Figure 1. The metal 2 layer.
Scale: 3 px per um.
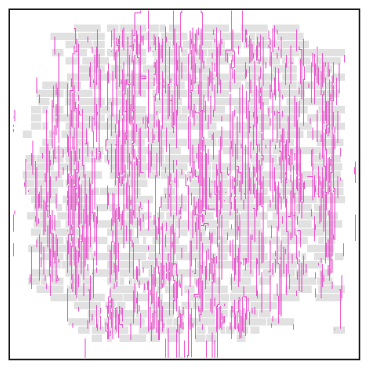
Figure 2. I/O pins on the die edge.
Scale: 4 px per um. Pins as bars across the die edge, other pins in gray.
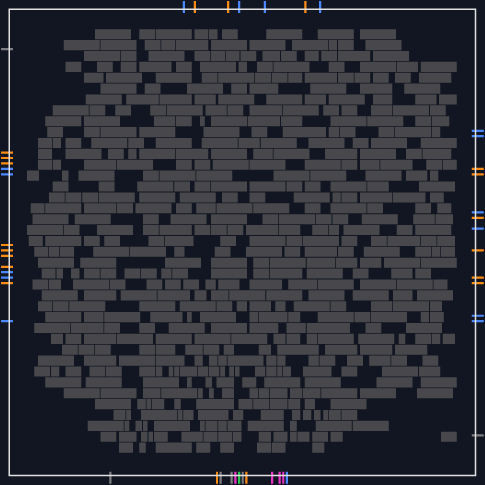
Figure 3. Layout detail.
Region (38, 38) to (78, 78) um. Cells in gray, sequential cells in the stronger gray; small squares are vias.
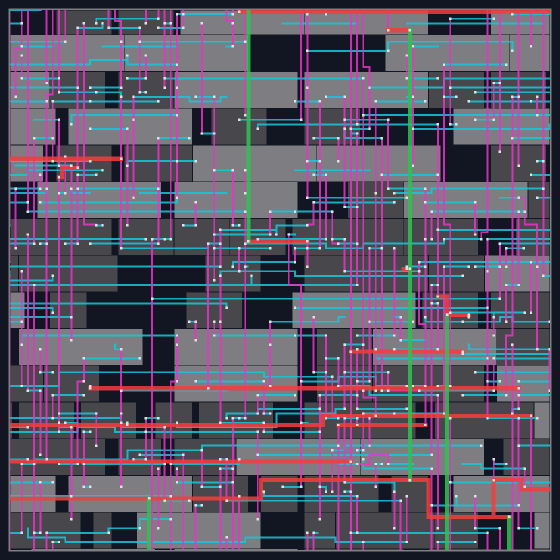
Figure 4. Signal wires by layer.
Scale: 3 px per um. Two of the layers only.
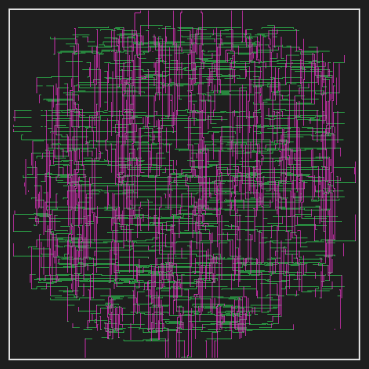
Figure 5. Placement view.
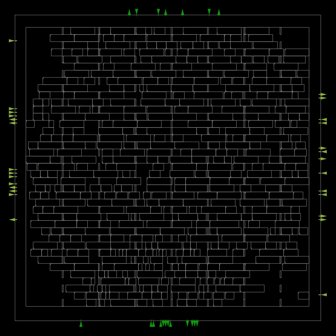
## config.mk

```make
export PLATFORM = sky130hd
export DESIGN_NAME = fir_decim_fifo
export DESIGN_NICKNAME = d
export VERILOG_FILES = /design/src/rtl/fir_decim_fifo.sv
export SDC_FILE = /design/constraint.sdc
export NUM_CORES = 1
export LEC_CHECK = 0
export ABC_CLOCK_PERIOD_IN_PS = 3200
export CORE_MARGIN = 4
export CORE_UTILIZATION = 59
export DETAILED_ROUTE_END_ITERATION = 10
export PLACE_DENSITY = 0.8
export SETUP_SLACK_MARGIN = 0.3
export SYNTH_ARGS = -nofsm -noshare
export SYNTH_HDL_FRONTEND = slang
export SYNTH_SLANG_ARGS = --single-unit
```

## constraint.sdc

```tcl
create_clock -name CLK -period 3.2 [get_ports CLK]
set_input_delay 0.64 -clock CLK [delete_from_list [all_inputs] [get_ports CLK]]
set_output_delay 0.64 -clock CLK [all_outputs]
set_load 0.01 [all_outputs]
```

## src/rtl/fir_decim_fifo.sv

```systemverilog
// fir_decim_fifo
//   Output stage for the 8-tap moving-average FIR. Discards the filter's
//   pipeline warm-up samples, then keeps one sample in every DECIM. Each kept
//   sample is saturated to OUT_W bits and written into a DEPTH-entry FIFO.
//   The consumer drains the FIFO over a valid/ready handshake.
//
// Ports
//   CLK        clock, rising edge
//   rst        asynchronous active-low reset
//   in_valid   in_data carries a filter sample this cycle
//   in_data    unsigned filter output, IN_W bits
//   out_ready  consumer accepts out_data this cycle
//   out_valid  out_data holds the FIFO head
//   out_data   oldest buffered sample, OUT_W bits
//   level      current FIFO occupancy, 0..DEPTH
//   ovf        sticky flag: a kept sample was lost to a full FIFO
//   ovf_clr    clears ovf (a simultaneous overflow event wins)
//
// Handshake: a word moves to the consumer on every rising edge where
//   out_valid && out_ready. out_valid never depends on out_ready. out_data
//   stays stable while out_valid is high and no transfer happens. out_ready
//   is ignored while the FIFO is empty.
//
// The saturation compare assumes IN_W >= OUT_W.

module fir_decim_fifo #(
  parameter int IN_W  = 19,
  parameter int OUT_W = 16,
  parameter int DECIM = 4,
  parameter int PRIME = 8,
  parameter int DEPTH = 8
) (
  input  logic                       CLK,
  input  logic                       rst,
  input  logic                       in_valid,
  input  logic [IN_W-1:0]            in_data,
  input  logic                       out_ready,
  output logic                       out_valid,
  output logic [OUT_W-1:0]           out_data,
  output logic [$clog2(DEPTH+1)-1:0] level,
  output logic                       ovf,
  input  logic                       ovf_clr
);

  localparam int AW = $clog2(DEPTH);
  localparam int LW = $clog2(DEPTH+1);
  // Both counters keep at least one bit so PRIME=0 and DECIM=1 still elaborate.
  localparam int PW = (PRIME > 0) ? $clog2(PRIME+1) : 1;
  localparam int DW = (DECIM > 1) ? $clog2(DECIM) : 1;

  logic [PW-1:0]    prime_cnt;
  logic [DW-1:0]    phase;
  logic [AW-1:0]    wr_ptr;
  logic [AW-1:0]    rd_ptr;
  logic [OUT_W-1:0] mem [DEPTH];

  logic             warm_done;
  logic             keep;
  logic             full;
  logic             pop;
  logic             push;
  logic             drop;
  logic [OUT_W-1:0] sat_data;

  assign warm_done = (prime_cnt == PW'(PRIME));
  assign keep      = in_valid && warm_done && (phase == '0);
  assign sat_data  = (in_data > IN_W'({OUT_W{1'b1}})) ? {OUT_W{1'b1}}
                                                      : in_data[OUT_W-1:0];

  assign out_valid = (level != '0);
  assign out_data  = mem[rd_ptr];
  assign full      = (level == LW'(DEPTH));
  assign pop       = out_valid && out_ready;
  // When the FIFO is full, the slot freed by a same-cycle pop takes the new word.
  assign push      = keep && (!full || pop);
  assign drop      = keep && full && !pop;

  // Warm-up counter saturates at PRIME. The decimation phase only runs after warm-up.
  always_ff @(posedge CLK or negedge rst) begin
    if (!rst) begin
      prime_cnt <= '0;
      phase     <= '0;
    end else if (in_valid) begin
      if (!warm_done) begin
        prime_cnt <= prime_cnt + PW'(1);
      end else if (phase == DW'(DECIM-1)) begin
        phase <= '0;
      end else begin
        phase <= phase + DW'(1);
      end
    end
  end

  // FIFO storage is cleared at reset so out_data reads 0 straight after reset.
  always_ff @(posedge CLK or negedge rst) begin
    if (!rst) begin
      for (int i = 0; i < DEPTH; i++) begin
        mem[i] <= '0;
      end
    end else if (push) begin
      mem[wr_ptr] <= sat_data;
    end
  end

  // Pointers wrap naturally because DEPTH is a power of two.
  always_ff @(posedge CLK or negedge rst) begin
    if (!rst) begin
      wr_ptr <= '0;
      rd_ptr <= '0;
      level  <= '0;
    end else begin
      if (push) begin
        wr_ptr <= wr_ptr + AW'(1);
      end
      if (pop) begin
        rd_ptr <= rd_ptr + AW'(1);
      end
      case ({push, pop})
        2'b10:   level <= level + LW'(1);
        2'b01:   level <= level - LW'(1);
        default: level <= level;
      endcase
    end
  end

  // Sticky overflow flag. A set in the same cycle as a clear takes priority.
  always_ff @(posedge CLK or negedge rst) begin
    if (!rst) begin
      ovf <= 1'b0;
    end else if (drop) begin
      ovf <= 1'b1;
    end else if (ovf_clr) begin
      ovf <= 1'b0;
    end
  end

endmodule

```

==> qor.yml <==
logic_area_sq_um: 3100
largestPowerGroup: "registers"
warning_count: 31
top_logic_kind: "multiplexers"
firstDrtPassIters: 6
edf_count: 0
cts_root_buf: "clkbuf_16"
status: "finished, final reports clean"
path_clk_slew_ns: 0.05
numCtsBuffers: 17
design_area_sq_um: 8330
use_met1_pct: 31.3
critPathTopFamily: "multiplexers"
critical_path_depth: 4
cts_resized: 11
finClkSkew_ns: 0.00578
grt_overflow: 0
crit_start: "rd_ptr[0]"
drc: 0
reg2reg_depth: 9
diodes: 0
synth-seq-cells: 145
buf_share_pct: 9.29
ys_sh_adder_pct: 1.63
clockPowerShare_pct: 34.9
cp.required_ns: 2.56
ys_sh_xor_pct: 1.39
place_hpwl_um: 8580
grt_max_degree: 61
clk-insertion-delay-late_ns: 0.41
p_int_mw: 4.25
hold_viol_final: 0
antenna_found_initial: 0
drt_iter0_markers: 232
cts_setup_buffers: 6
cap_violations: 0
grt_busiest_layer: "met2"
max_freq_mhz: 338
slew_viol_final: 0
yosysWarnings: 0
viasPerCell: 5.96
drive_gt1_share_pct: 48.3
syn_nets: 468
yosys-stat-area_sq_um: 6910
seq_area_share_pct: 43.6
synth_area_sq_um: 6910
io_pins: 46
swShare_pct: 26.9
ys_seq_share_pct: 52.5
final-seq-area_sq_um: 3630
worstMarginPinSlew_ns: 0.567
period_minus_slack_ns: 2.96
m1WireLength_um: 6360
placed_cells: 618
top_register: "mem"
clockBufferCount: 28
cts_tree: "done"
timing.hold.ws_ns: 0.201
ys_async_sr_fraction_pct: 100
yosysMostFrequentCell: "dfrtp_1"
grt_pass1_wl_um: 23200
initCoreUtil_pct: 60.5
timing.rr.end: "level[2]"
combPwrFrac_pct: 25.9
pre_cts_ws_ns: 0.214
min_path_type: "in -> async"
reg_top3: "mem (128), level (4), prime_cnt (4)"
ir_worst_vdd_mv: 0.640
dr_wl_met2_um: 7280
grtUsageMet3_pct: 6.48
nNetsFinal: 536
clkSinkCount: 145
synthToLayoutAreaGrowth_pct: 20.5
simple_gate_area_share_pct: 4.38
die_area_sq_um: 13500
switchingPower_mw: 1.56
ctsHoldBuffers: 0
seqPwrFrac_pct: 39.2
layout_top_cell: "dfrtp_1"
synthFlopType: "dfrtp_1"
yosys.area_share.aoi_pct: 1.63
avgSynthCellArea_sq_um: 15.9
placedInstanceArea_sq_um: 7600
sh_comb_area_pct: 37.2
tns_ns: 0
powerSeq_mw: 2.28
clockBufferDepth: 2
yosys-top-cells-count: "145 x dfrtp_1, 126 x mux2_2, 32 x mux4_2"
ant_nets: 0
Notes on Figure 1 above:
main direction	vertical
share of all routed wire	50%
nets with wire on the layer	505
wire length on this layer	7280 um
met2 usage: 37.7%
final WL: 14500 um

Notes on Figure 2 above:
color	port	pins	direction	edge
orange	in_data	19	input	8 left, 6 right, 3 top, 2 bottom
green	out_valid	1	output	bottom
magenta	level	4	output	bottom
blue	out_data	16	output	6 right, 5 left, 4 top, 1 bottom
all pins by edge	14 left, 13 right, 12 bottom, 7 top
# port buffers: 45
die height: 116 um
Die Wd: 116 um

Notes on Figure 3 above:
color	layer
cyan	M1
magenta	M2
green	M4
red	M3
cells with their middle in the window	76
netlist names of flops here include	mem (24), rd_ptr (1)
most frequent	dfrtp_1 (25), mux2_2 (23), mux4_2 (7)
sequential cells in the window	25

Notes on Figure 4 above:
color	layer	wire length
green	M1	6360 um
magenta	M2	7280 um
WL per Instance: 22.1 um
GRT Total Usage: 23.3%
Vias: 3923

Notes on Figure 5 above:
core region area: 11400 sq um
Seq cells: 145
Post-Layout Cell Count: 658
Finished Core Util: 72.9%

